### Gate-type map, run 1

Bar = 20 um.
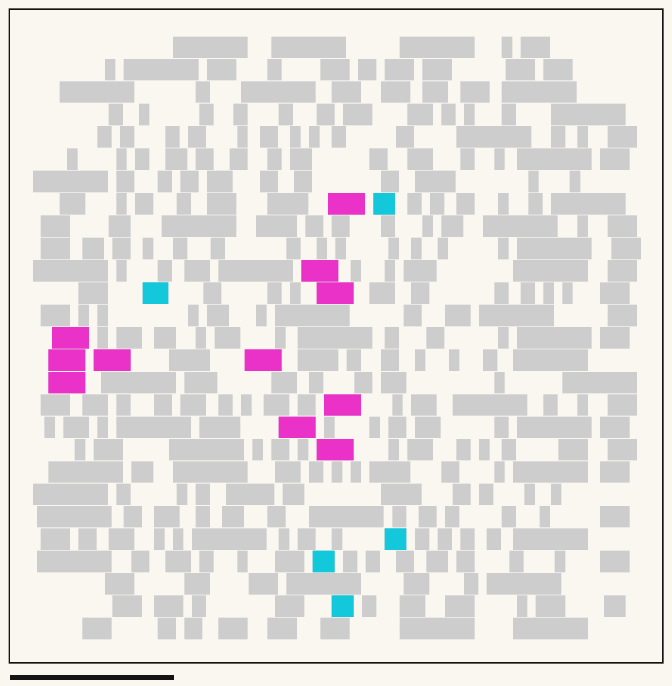
### Routing congestion map, run 1

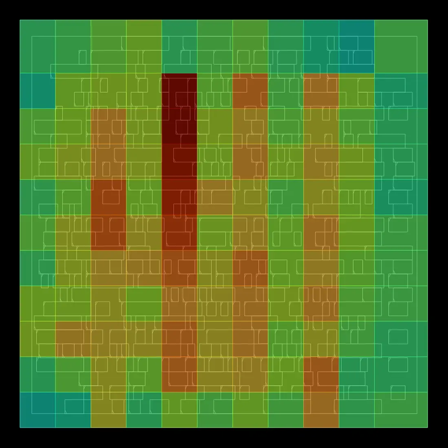
### Register map, names as in the netlist, run 1

Bar = 20 um. Other sequential cells in the stronger grey, the rest of the logic in the fainter grey.
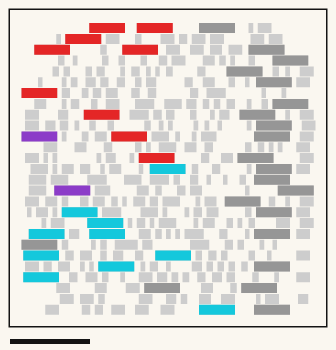
## config.mk

```make
export PLATFORM = sky130hd
export DESIGN_NAME = conv_window_ctrl_flat
export DESIGN_NICKNAME = d
export VERILOG_FILES = /design/src/rtl/conv_window_ctrl_if.sv /design/src/rtl/conv_window_ctrl.sv /design/src/flat_wrapper.sv
export SDC_FILE = /design/constraint.sdc
export NUM_CORES = 1
export LEC_CHECK = 0
export ABC_CLOCK_PERIOD_IN_PS = 5700
export CAP_MARGIN = 10
export CELL_PAD_IN_SITES_DETAIL_PLACEMENT = 1
export CELL_PAD_IN_SITES_GLOBAL_PLACEMENT = 1
export CORE_MARGIN = 2
export CORE_UTILIZATION = 43
export CTS_BUF_LIST = sky130_fd_sc_hd__clkbuf_4 sky130_fd_sc_hd__clkbuf_8
export DETAILED_ROUTE_END_ITERATION = 10
export PLACE_DENSITY_LB_ADDON = 0.1
export SLEW_MARGIN = 25
export SYNTH_ARGS = -nofsm -noshare
export SYNTH_HDL_FRONTEND = slang
export SYNTH_SLANG_ARGS = --single-unit
```

## constraint.sdc

```tcl
create_clock -name clk -period 5.7 [get_ports clk]
set_input_delay 1.14 -clock clk [delete_from_list [all_inputs] [get_ports clk]]
set_output_delay 1.14 -clock clk [all_outputs]
set_load 0.03 [all_outputs]
```

## src/rtl/conv_window_ctrl_if.sv

```systemverilog
// ---------------------------------------------------------------------------
// conv_window_ctrl_if
//   Pixel-stream handshake and window-status bundle between the grayscale
//   stage, the 3x3 line-buffer sequencer and the filter output stage.
//
//   Signals
//     frame_start  upstream -> ctrl   single-cycle start-of-frame pulse
//     pix_valid    upstream -> ctrl   pixel present this cycle
//     rowbuf_en    ctrl -> buffers    shift enable for row buffers + taps
//     col, row     ctrl -> out        position of the pixel being accepted
//     win_valid    ctrl -> out        3x3 window complete and inside image
//     out_col/row  ctrl -> out        window-centre coordinates
//     frame_done   ctrl -> out        pulse after the last pixel of a frame
//     frame_err    ctrl -> out        pulse after a mid-frame frame_start
//     busy         ctrl -> out        sequencer not idle
//
//   Modports
//     master : pixel source / observer side
//     slave  : the conv_window_ctrl sequencer
// ---------------------------------------------------------------------------
interface conv_window_ctrl_if #(
  parameter int COL_W = 10,
  parameter int ROW_W = 9
);
  logic             frame_start;
  logic             pix_valid;
  logic             rowbuf_en;
  logic [COL_W-1:0] col;
  logic [ROW_W-1:0] row;
  logic             win_valid;
  logic [COL_W-1:0] out_col;
  logic [ROW_W-1:0] out_row;
  logic             frame_done;
  logic             frame_err;
  logic             busy;

  modport master (
    output frame_start, pix_valid,
    input  rowbuf_en, col, row, win_valid, out_col, out_row,
           frame_done, frame_err, busy
  );

  modport slave (
    input  frame_start, pix_valid,
    output rowbuf_en, col, row, win_valid, out_col, out_row,
           frame_done, frame_err, busy
  );
endinterface

```

## src/rtl/conv_window_ctrl.sv

```systemverilog
// ---------------------------------------------------------------------------
// conv_window_ctrl
//   Sequencer for the 3x3 convolution line-buffer chain (two cascaded
//   IMG_W-deep row buffers plus the 3x3 tap array). Gates the shift enable
//   with the incoming pixel strobe, tracks the column/row of each accepted
//   pixel and reports, one cycle later, whether the window centred on
//   (row-1, col-1) is complete and fully inside the image.
//
//   Ports
//     clk    : clock
//     rst_n  : asynchronous active-low reset
//     bus    : conv_window_ctrl_if.slave
//              in  : frame_start, pix_valid
//              out : rowbuf_en (combinational), col, row, win_valid,
//                    out_col, out_row, frame_done, frame_err, busy
//
//   States: IDLE -> PRIME (first two rows) -> STREAM -> DONE -> IDLE/PRIME
// ---------------------------------------------------------------------------
module conv_window_ctrl #(
  parameter int IMG_W = 640,
  parameter int IMG_H = 480,
  parameter int COL_W = 10,
  parameter int ROW_W = 9
) (
  input  logic               clk,
  input  logic               rst_n,
  conv_window_ctrl_if.slave  bus
);

  // Elaboration-time sanity on the geometry.
  generate
    if (IMG_W < 3 || IMG_H < 3) begin : g_bad_size
      $error("conv_window_ctrl: IMG_W and IMG_H must both be at least 3");
    end
    if ((1 << COL_W) < IMG_W || (1 << ROW_W) < IMG_H) begin : g_bad_width
      $error("conv_window_ctrl: COL_W/ROW_W too narrow for IMG_W/IMG_H");
    end
  endgenerate

  localparam logic [COL_W-1:0] COL_LAST = COL_W'(IMG_W - 1);
  localparam logic [ROW_W-1:0] ROW_LAST = ROW_W'(IMG_H - 1);

  typedef enum logic [1:0] {
    IDLE   = 2'd0,
    PRIME  = 2'd1,
    STREAM = 2'd2,
    DONE   = 2'd3
  } state_t;

  state_t           state_reg, state_next;
  logic [COL_W-1:0] col_reg, col_next;
  logic [ROW_W-1:0] row_reg, row_next;
  logic             win_valid_reg;
  logic [COL_W-1:0] out_col_reg;
  logic [ROW_W-1:0] out_row_reg;
  logic             frame_err_reg;

  logic             in_frame;
  logic             accept;
  logic [COL_W-1:0] acc_col;
  logic [ROW_W-1:0] acc_row;
  logic             last_col;
  logic             last_row;

  // A frame_start restarts the frame in the same cycle, so a pixel arriving
  // alongside it is taken as (0,0) of the new frame whatever the state.
  always_comb begin
    in_frame = (state_reg == PRIME) || (state_reg == STREAM);
    accept   = bus.pix_valid && (in_frame || bus.frame_start);
    acc_col  = bus.frame_start ? '0 : col_reg;
    acc_row  = bus.frame_start ? '0 : row_reg;
    last_col = (acc_col == COL_LAST);
    last_row = (acc_row == ROW_LAST);
  end

  // ---------------- FSM: state register ----------------
  always_ff @(posedge clk or negedge rst_n) begin
    if (!rst_n) begin
      state_reg <= IDLE;
    end else begin
      state_reg <= state_next;
    end
  end

  // ---------------- FSM: next state ----------------
  always_comb begin
    state_next = state_reg;
    if (bus.frame_start) begin
      state_next = PRIME;
    end else begin
      case (state_reg)
        PRIME: begin
          // Two full rows are in the buffers once (1, IMG_W-1) is taken.
          if (accept && last_col && acc_row == ROW_W'(1)) begin
            state_next = STREAM;
          end
        end
        STREAM: begin
          if (accept && last_col && last_row) begin
            state_next = DONE;
          end
        end
        DONE:    state_next = IDLE;
        default: state_next = state_reg;
      endcase
    end
  end

  // ---------------- FSM: outputs ----------------
  always_comb begin
    bus.rowbuf_en  = accept;
    bus.busy       = (state_reg != IDLE);
    bus.frame_done = (state_reg == DONE);
  end

  // ---------------- position counters ----------------
  always_comb begin
    col_next = col_reg;
    row_next = row_reg;
    if (bus.frame_start) begin
      col_next = '0;
      row_next = '0;
    end
    if (accept) begin
      if (last_col) begin
        col_next = '0;
        row_next = last_row ? '0 : acc_row + ROW_W'(1);
      end else begin
        col_next = acc_col + COL_W'(1);
        row_next = acc_row;
      end
    end
  end

  always_ff @(posedge clk or negedge rst_n) begin
    if (!rst_n) begin
      col_reg <= '0;
      row_reg <= '0;
    end else begin
      col_reg <= col_next;
      row_reg <= row_next;
    end
  end

  // ---------------- window status ----------------
  // Registered so it lines up with the row-buffer read data. The centre is
  // one row up and one column left of the newest pixel; any window whose
  // newest pixel sits in row/col 0 or 1 would overhang the image edge.
  always_ff @(posedge clk or negedge rst_n) begin
    if (!rst_n) begin
      win_valid_reg <= 1'b0;
      out_col_reg   <= '0;
      out_row_reg   <= '0;
      frame_err_reg <= 1'b0;
    end else begin
      win_valid_reg <= accept && (acc_row >= ROW_W'(2)) && (acc_col >= COL_W'(2));
      if (accept) begin
        out_col_reg <= acc_col - COL_W'(1);
        out_row_reg <= acc_row - ROW_W'(1);
      end
      // Restart from DONE is a legal back-to-back frame, not an error.
      frame_err_reg <= bus.frame_start && in_frame;
    end
  end

  assign bus.col       = col_reg;
  assign bus.row       = row_reg;
  assign bus.win_valid = win_valid_reg;
  assign bus.out_col   = out_col_reg;
  assign bus.out_row   = out_row_reg;
  assign bus.frame_err = frame_err_reg;

endmodule

```

## src/flat_wrapper.sv

```systemverilog
// flat-port wrapper written by rule: the top's interface ports become plain ports
module conv_window_ctrl_flat 
#(
  parameter int IMG_W = 640,
  parameter int IMG_H = 480,
  parameter int COL_W = 10,
  parameter int ROW_W = 9
)
  (clk, rst_n, bus_frame_start, bus_pix_valid, bus_rowbuf_en, bus_col, bus_row, bus_win_valid, bus_out_col, bus_out_row, bus_frame_done, bus_frame_err, bus_busy);
  conv_window_ctrl_if #(.COL_W(COL_W), .ROW_W(ROW_W)) bus_i ();
  input  logic clk;
  input  logic rst_n;
  input wire logic [$bits(bus_i.frame_start)-1:0] bus_frame_start;
  input wire logic [$bits(bus_i.pix_valid)-1:0] bus_pix_valid;
  output wire logic [$bits(bus_i.rowbuf_en)-1:0] bus_rowbuf_en;
  output wire logic [$bits(bus_i.col)-1:0] bus_col;
  output wire logic [$bits(bus_i.row)-1:0] bus_row;
  output wire logic [$bits(bus_i.win_valid)-1:0] bus_win_valid;
  output wire logic [$bits(bus_i.out_col)-1:0] bus_out_col;
  output wire logic [$bits(bus_i.out_row)-1:0] bus_out_row;
  output wire logic [$bits(bus_i.frame_done)-1:0] bus_frame_done;
  output wire logic [$bits(bus_i.frame_err)-1:0] bus_frame_err;
  output wire logic [$bits(bus_i.busy)-1:0] bus_busy;
  assign bus_i.frame_start = bus_frame_start;
  assign bus_i.pix_valid = bus_pix_valid;
  assign bus_rowbuf_en = bus_i.rowbuf_en;
  assign bus_col = bus_i.col;
  assign bus_row = bus_i.row;
  assign bus_win_valid = bus_i.win_valid;
  assign bus_out_col = bus_i.out_col;
  assign bus_out_row = bus_i.out_row;
  assign bus_frame_done = bus_i.frame_done;
  assign bus_frame_err = bus_i.frame_err;
  assign bus_busy = bus_i.busy;
  conv_window_ctrl #(.IMG_W(IMG_W), .IMG_H(IMG_H), .COL_W(COL_W), .ROW_W(ROW_W)) u_core (.clk(clk), .rst_n(rst_n), .bus(bus_i));
endmodule
```

==> run notes, run 1 <==
yosys + openroad results -> status=completed, Worst Setup SP=bus_frame_start, gr ovfl total=0, Setup TNS=0 ns, top cells by area=dfrtp_1 (43%), ha_1 (5.6%), o21ai_0 (5.1%), nand2_1 (4.6%), nor2_1 (4.3%), Log Warnings=34, slowest CP cell=clkdlybuf4s50_1, Pwr top=registers, fillers=647, AND/OR/NAND/NOR Cells, Area Fraction=24.9%, final wirelength=6300 um, post-CTS sizing=0, Metal-1 WL=3120 um, core outline area=5510 um2, Registers, synthesis=42, Synth top cells by count=dfrtp_1 (42), nand2_1 (30), nor2_1 (28), switch share=27.1%, final worst slack=1.64 ns, first-pass GRT wire length=10900 um, Final Cell Area=3040 um2, Area-dominant class=logic gates, uppermost layer routed=met4, clock slew at reported path FFs=0.07 ns, std cell rows=27, Pins Over Slew Limit=0, Ant. Diodes=0, Max-cap violations=0, most numerous logic cells after layout=clkdlybuf4s50_1 (45), dfrtp_1 (42), nand2_1 (30), nor2_1 (28), o21ai_0 (25), Mapped Avg Cell Area=8.72 um2, Most common cell on crit path=clkdlybuf4s50_1, met3 usage=4.09%, drc violations=0, Post-CTS Setup Bufs=0, synthesis-to-layout area growth=24.4%, worst-case reg-to-reg path depth=8, Setup violations, final=0, met2 wire length=2960 um, layout cell share with drive strength beyond 1=5.03%, vias in the first global route=2159, clk pwr=224 uW, antenna violations before repair=0, Gate Area=1270 um2, LEAKAGE=1.25 nW, vias per inst=5.49, initial DRC count=68, Seq pwr share=49.1%, Die Span X=79.3 um, count of library flops with an enable pin=0, Min-Delay Startpoint=u_core.bus.out_row[1], mux share=0.461%, Crit path arrival time=2.92 ns, Critical Path Stages=4, Synthesis Warnings=0, full die area=6300 um2, Synth Cell Area=2440 um2, Int Pwr=475 uW, fa+ha+maj area frac=5.64%, buffering overhead=15.8%, cycle use final=71.2%, Overall Global Routing Usage=22.1%, Final min period=4.06 ns, Async SR Flop Fraction=100%, main flop type=dfrtp_1, part of the power in the clock network=34.4%, Synth area leader=dfrtp_1
## Picture notes: 'Gate-type map'
| family | colour | cells |
|---|---|---|
| AND-OR and OR-AND gates | cyan | 5 |
| adder and majority cells | magenta | 11 |
most common logic cell in the routed design: clkdlybuf4s50_1
post-route insts no fill: 390
multi-input combinational area share: 41.9%

## Picture notes: 'Routing congestion map'
drt wl/cell: 16.1 um
GR peak layer: met2
Final Util: 55.1%

## Picture notes: 'Register map, names as in the netlist'
| netlist name | colour | sequential cells |
|---|---|---|
| u_core.bus.col | cyan | 10 |
| u_core.state_reg | purple | 2 |
| u_core.bus.row | red | 9 |
not coloured: 21
fraction of area in registers: 34.6%
Sequential Power: 320 uW

### Cell sizes after repair, run 1

Bar = 20 um.
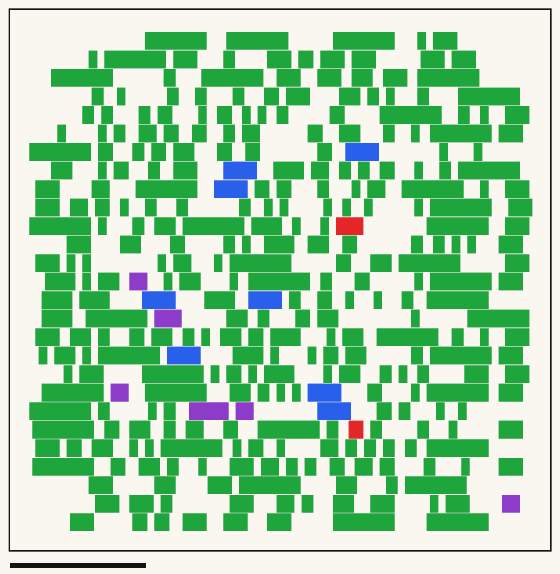

==> inputs of run 2 (changes only) <==
--- a/config.mk
+++ b/config.mk
@@ -5,12 +5,12 @@
 export SDC_FILE = /design/constraint.sdc
 export NUM_CORES = 1
 export LEC_CHECK = 0
-export ABC_CLOCK_PERIOD_IN_PS = 5700
+export ABC_CLOCK_PERIOD_IN_PS = 4000
 export CAP_MARGIN = 10
 export CELL_PAD_IN_SITES_DETAIL_PLACEMENT = 1
 export CELL_PAD_IN_SITES_GLOBAL_PLACEMENT = 1
 export CORE_MARGIN = 2
-export CORE_UTILIZATION = 43
+export CORE_UTILIZATION = 40
 export CTS_BUF_LIST = sky130_fd_sc_hd__clkbuf_4 sky130_fd_sc_hd__clkbuf_8
 export DETAILED_ROUTE_END_ITERATION = 10
 export PLACE_DENSITY_LB_ADDON = 0.1
==> constraint.sdc (replaced) <==
create_clock -name clk -period 4 [get_ports clk]
set_input_delay 0.8 -clock clk [delete_from_list [all_inputs] [get_ports clk]]
set_output_delay 0.8 -clock clk [all_outputs]
set_load 0.03 [all_outputs]
### Cell sizes after repair, run 2

Bar = 20 um.
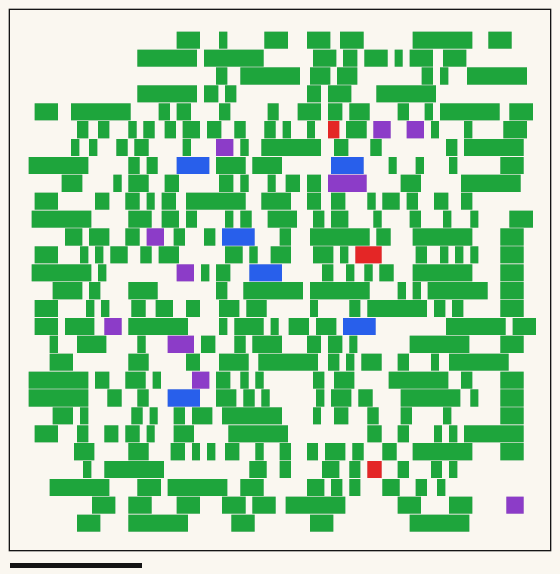
| size | colour | cells | share |
|---|---|---|---|
| _2 cells | red | 3 | 0.93% |
| _3 and _4 cells | purple | 10 | 3.1% |
| _6 and larger | blue | 6 | 1.9% |
| _0 and _1 cells | green | 302 | 94% |
Plain + repair buffers: 52
Final Cell Area: 3050 um2
synthesis-to-layout area growth: 24.9%
final worst slack: 0.662 ns

==> run 2 against run 1 <==
- utilization down 3.7 points
- critical path depth up 1
- area after synthesis unchanged
- sequential power up 43%
- wire length up 5.2%
- critical endpoint unchanged
- highest routed layer unchanged
==> run notes, run 2 <==
yosys + openroad results -> Pins Over Slew Limit=0 (unchanged), met2 wire length=3070 um (was 2960 um), Gate Area=1270 um2 (unchanged), Critical Path Stages=5 (was 4), Ant. Diodes=0 (unchanged), Async SR Flop Fraction=100% (unchanged), status=completed (unchanged), Area-dominant class=logic gates (unchanged), Setup violations, final=0 (unchanged), layout cell share with drive strength beyond 1=5.92% (was 5.03%), clk pwr=295 uW (was 224 uW), post-route insts no fill=396 (was 390), multi-input combinational area share=41.7% (was 41.9%), Final Util=51.5% (was 55.1%), Pwr top=registers (unchanged), most numerous logic cells after layout=clkdlybuf4s50_1 (45), dfrtp_1 (42), nand2_1 (30), nor2_1 (28), o21ai_0 (25) (unchanged), first-pass GRT wire length=11200 um (was 10900 um), fraction of area in registers=34.5% (was 34.6%), slowest CP cell=clkdlybuf4s50_1 (unchanged), Overall Global Routing Usage=22.1% (about the same), top cells by area=dfrtp_1 (43%), ha_1 (5.6%), o21ai_0 (5.1%), nand2_1 (4.6%), nor2_1 (4.3%) (unchanged), Synth area leader=dfrtp_1 (unchanged), drt wl/cell=16.7 um (was 16.1 um), vias per inst=5.40 (was 5.49), Registers, synthesis=42 (unchanged), std cell rows=28 (was 27), Metal-1 WL=3280 um (was 3120 um), clock slew at reported path FFs=0.08 ns (was 0.07 ns), switch share=28.3% (was 27.1%), Log Warnings=34 (unchanged), Final min period=3.34 ns, Sequential Power=457 uW (was 320 uW), Seq pwr share=50.4% (was 49.1%), GR peak layer=met1 (was met2), full die area=6740 um2 (was 6300 um2), Worst Setup SP=bus_frame_start (unchanged), Mapped Avg Cell Area=8.72 um2 (unchanged), Setup TNS=0 ns (unchanged), main flop type=dfrtp_1 (unchanged), LEAKAGE=1.26 nW (was 1.25 nW), fa+ha+maj area frac=5.64% (unchanged), cycle use final=83.4%, Post-CTS Setup Bufs=0 (unchanged), mux share=0.461% (unchanged), Synth top cells by count=dfrtp_1 (42), nand2_1 (30), nor2_1 (28) (unchanged), Synth Cell Area=2440 um2 (unchanged), Most common cell on crit path=clkdlybuf4s50_1 (unchanged)
### Gate-type map, run 2

Bar = 20 um.
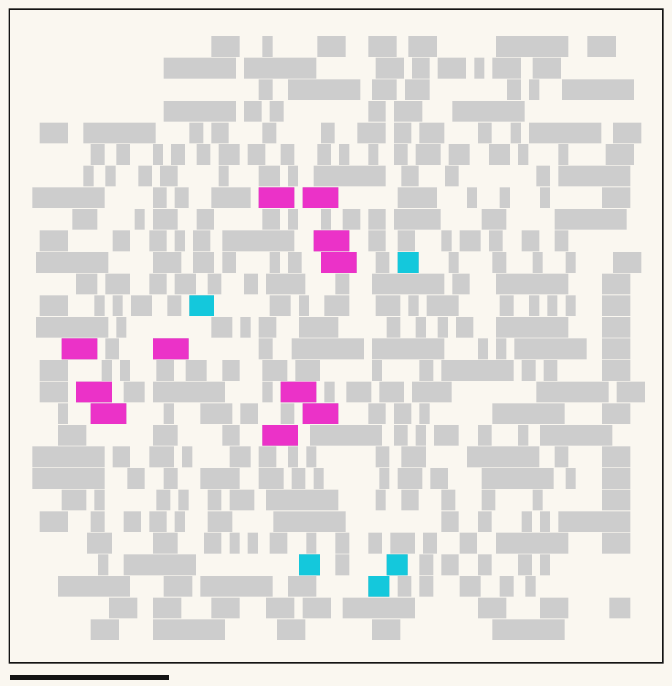

==> inputs of run 3 (changes only) <==
--- a/config.mk
+++ b/config.mk
@@ -5,7 +5,7 @@
 export SDC_FILE = /design/constraint.sdc
 export NUM_CORES = 1
 export LEC_CHECK = 0
-export ABC_CLOCK_PERIOD_IN_PS = 4000
+export ABC_CLOCK_PERIOD_IN_PS = 3300
 export CAP_MARGIN = 10
 export CELL_PAD_IN_SITES_DETAIL_PLACEMENT = 1
 export CELL_PAD_IN_SITES_GLOBAL_PLACEMENT = 1
==> constraint.sdc (replaced) <==
create_clock -name clk -period 3.3 [get_ports clk]
set_input_delay 0.66 -clock clk [delete_from_list [all_inputs] [get_ports clk]]
set_output_delay 0.66 -clock clk [all_outputs]
set_load 0.03 [all_outputs]
### Gate-type map, run 3

Bar = 20 um.
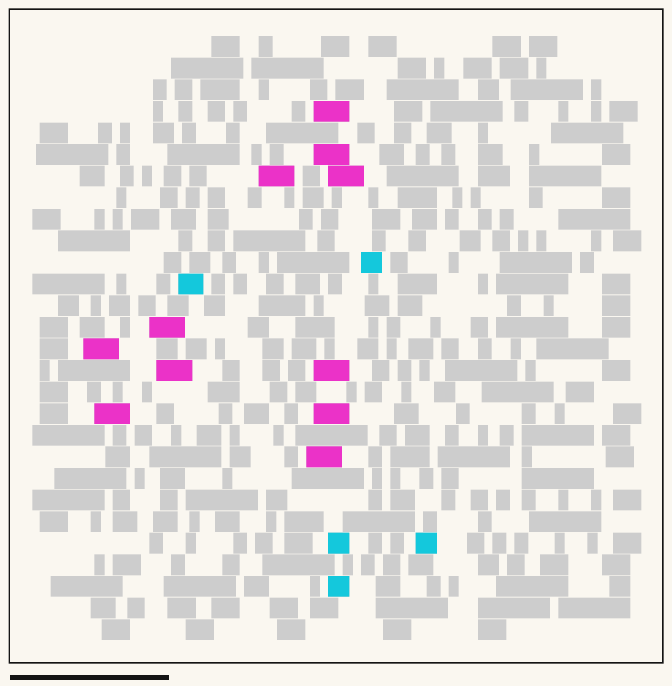
| family | colour | cells |
|---|---|---|
| AND-OR and OR-AND gates | cyan | 5 |
| adder and majority cells | magenta | 11 |
post-route insts no fill: 401
multi-input combinational area share: 41.2%

==> run 3 against run 2 <==
- synthesized cell count unchanged
- setup slack got worse by 0.43 ns
- count of clock-buffer cells in the layout stayed put
- first-iteration DRC count shrank 6.7%
- non-clock buffer count up 5
- sequential share of layout area shrank 0.42 points
- critical path type unchanged
==> run notes, run 3 <==
yosys + openroad results -> Ant. Diodes=0 (unchanged), synthesis-to-layout area growth=26.4% (was 24.9%), Registers, synthesis=42 (unchanged), final worst slack=0.237 ns (was 0.662 ns), count of library flops with an enable pin=0 (unchanged), Mapped Avg Cell Area=8.72 um2 (unchanged), Most common cell on crit path=clkdlybuf4s50_1 (unchanged), Metal-1 WL=3360 um (was 3280 um), fraction of area in registers=34.1% (was 34.5%), Final Cell Area=3090 um2 (was 3050 um2), fa+ha+maj area frac=5.64% (unchanged), top cells by area=dfrtp_1 (43%), ha_1 (5.6%), o21ai_0 (5.1%), nand2_1 (4.6%), nor2_1 (4.3%) (unchanged), most common logic cell in the routed design=clkdlybuf4s50_1 (unchanged), slowest CP cell=clkdlybuf4s50_1 (unchanged), AND/OR/NAND/NOR Cells, Area Fraction=24.9% (unchanged), uppermost layer routed=met4 (unchanged), Crit path arrival time=2.40 ns (was 2.54 ns), core outline area=5920 um2 (unchanged), final wirelength=6920 um (was 6620 um), Die Span X=82.1 um (unchanged), Final min period=3.06 ns, gr ovfl total=0 (unchanged), buffering overhead=17.5% (was 16.5%), clk pwr=357 uW (was 295 uW), vias per inst=5.43 (was 5.40), drt wl/cell=17.3 um (was 16.7 um), full die area=6740 um2 (unchanged), pwr/cell area=357 nW/um2 (was 297 nW/um2), Seq pwr share=50.3% (was 50.4%), Sequential Power=553 uW (was 457 uW), Setup TNS=0 ns (unchanged), Synthesis Warnings=0 (unchanged), drc violations=0 (unchanged), LEAKAGE=1.28 nW (was 1.26 nW), Setup violations, final=0 (unchanged), antenna violations before repair=0 (unchanged), Worst Setup Start Kind=input port (unchanged), Int Pwr=789 uW (was 649 uW), worst-case reg-to-reg path depth=7 (unchanged), Max-cap violations=0 (unchanged), layout cell share with drive strength beyond 1=7.36% (was 5.92%), Synth area leader=dfrtp_1 (unchanged), Log Warnings=34 (unchanged), part of the power in the clock network=32.4% (was 32.6%), Overall Global Routing Usage=22.6% (was 22.1%), post-CTS sizing=0 (unchanged), initial DRC count=84 (was 90), met3 usage=3.26% (was 4.02%), mux share=0.461% (unchanged), status=completed (unchanged), GR peak layer=met2 (was met1), main flop type=dfrtp_1 (unchanged), Final Util=52.1% (was 51.5%), Gate Area=1270 um2 (unchanged), cycle use final=92.8%, Critical Path Stages=5 (unchanged), vias in the first global route=2257 (was 2116), met2 wire length=3190 um (was 3070 um), Pwr top=registers (unchanged), Async SR Flop Fraction=100% (unchanged), Post-CTS Setup Bufs=0 (unchanged)

==> notes/layouts.md <==
Pictures saved along the way, in no particular order.

Placed cells, one colour a class.
Bar = 20 um.
(a)
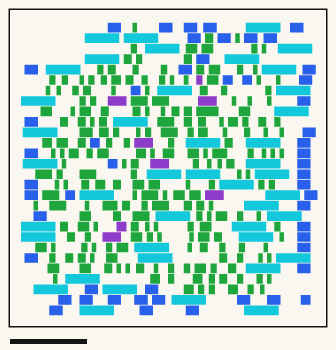
(b)
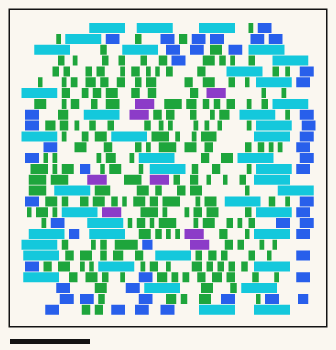
| from | picture |
|---|---|
| run 2 | (a) |
| run 1 | (b) |

No activity file was given, so power comes from the tool's default toggle rates.
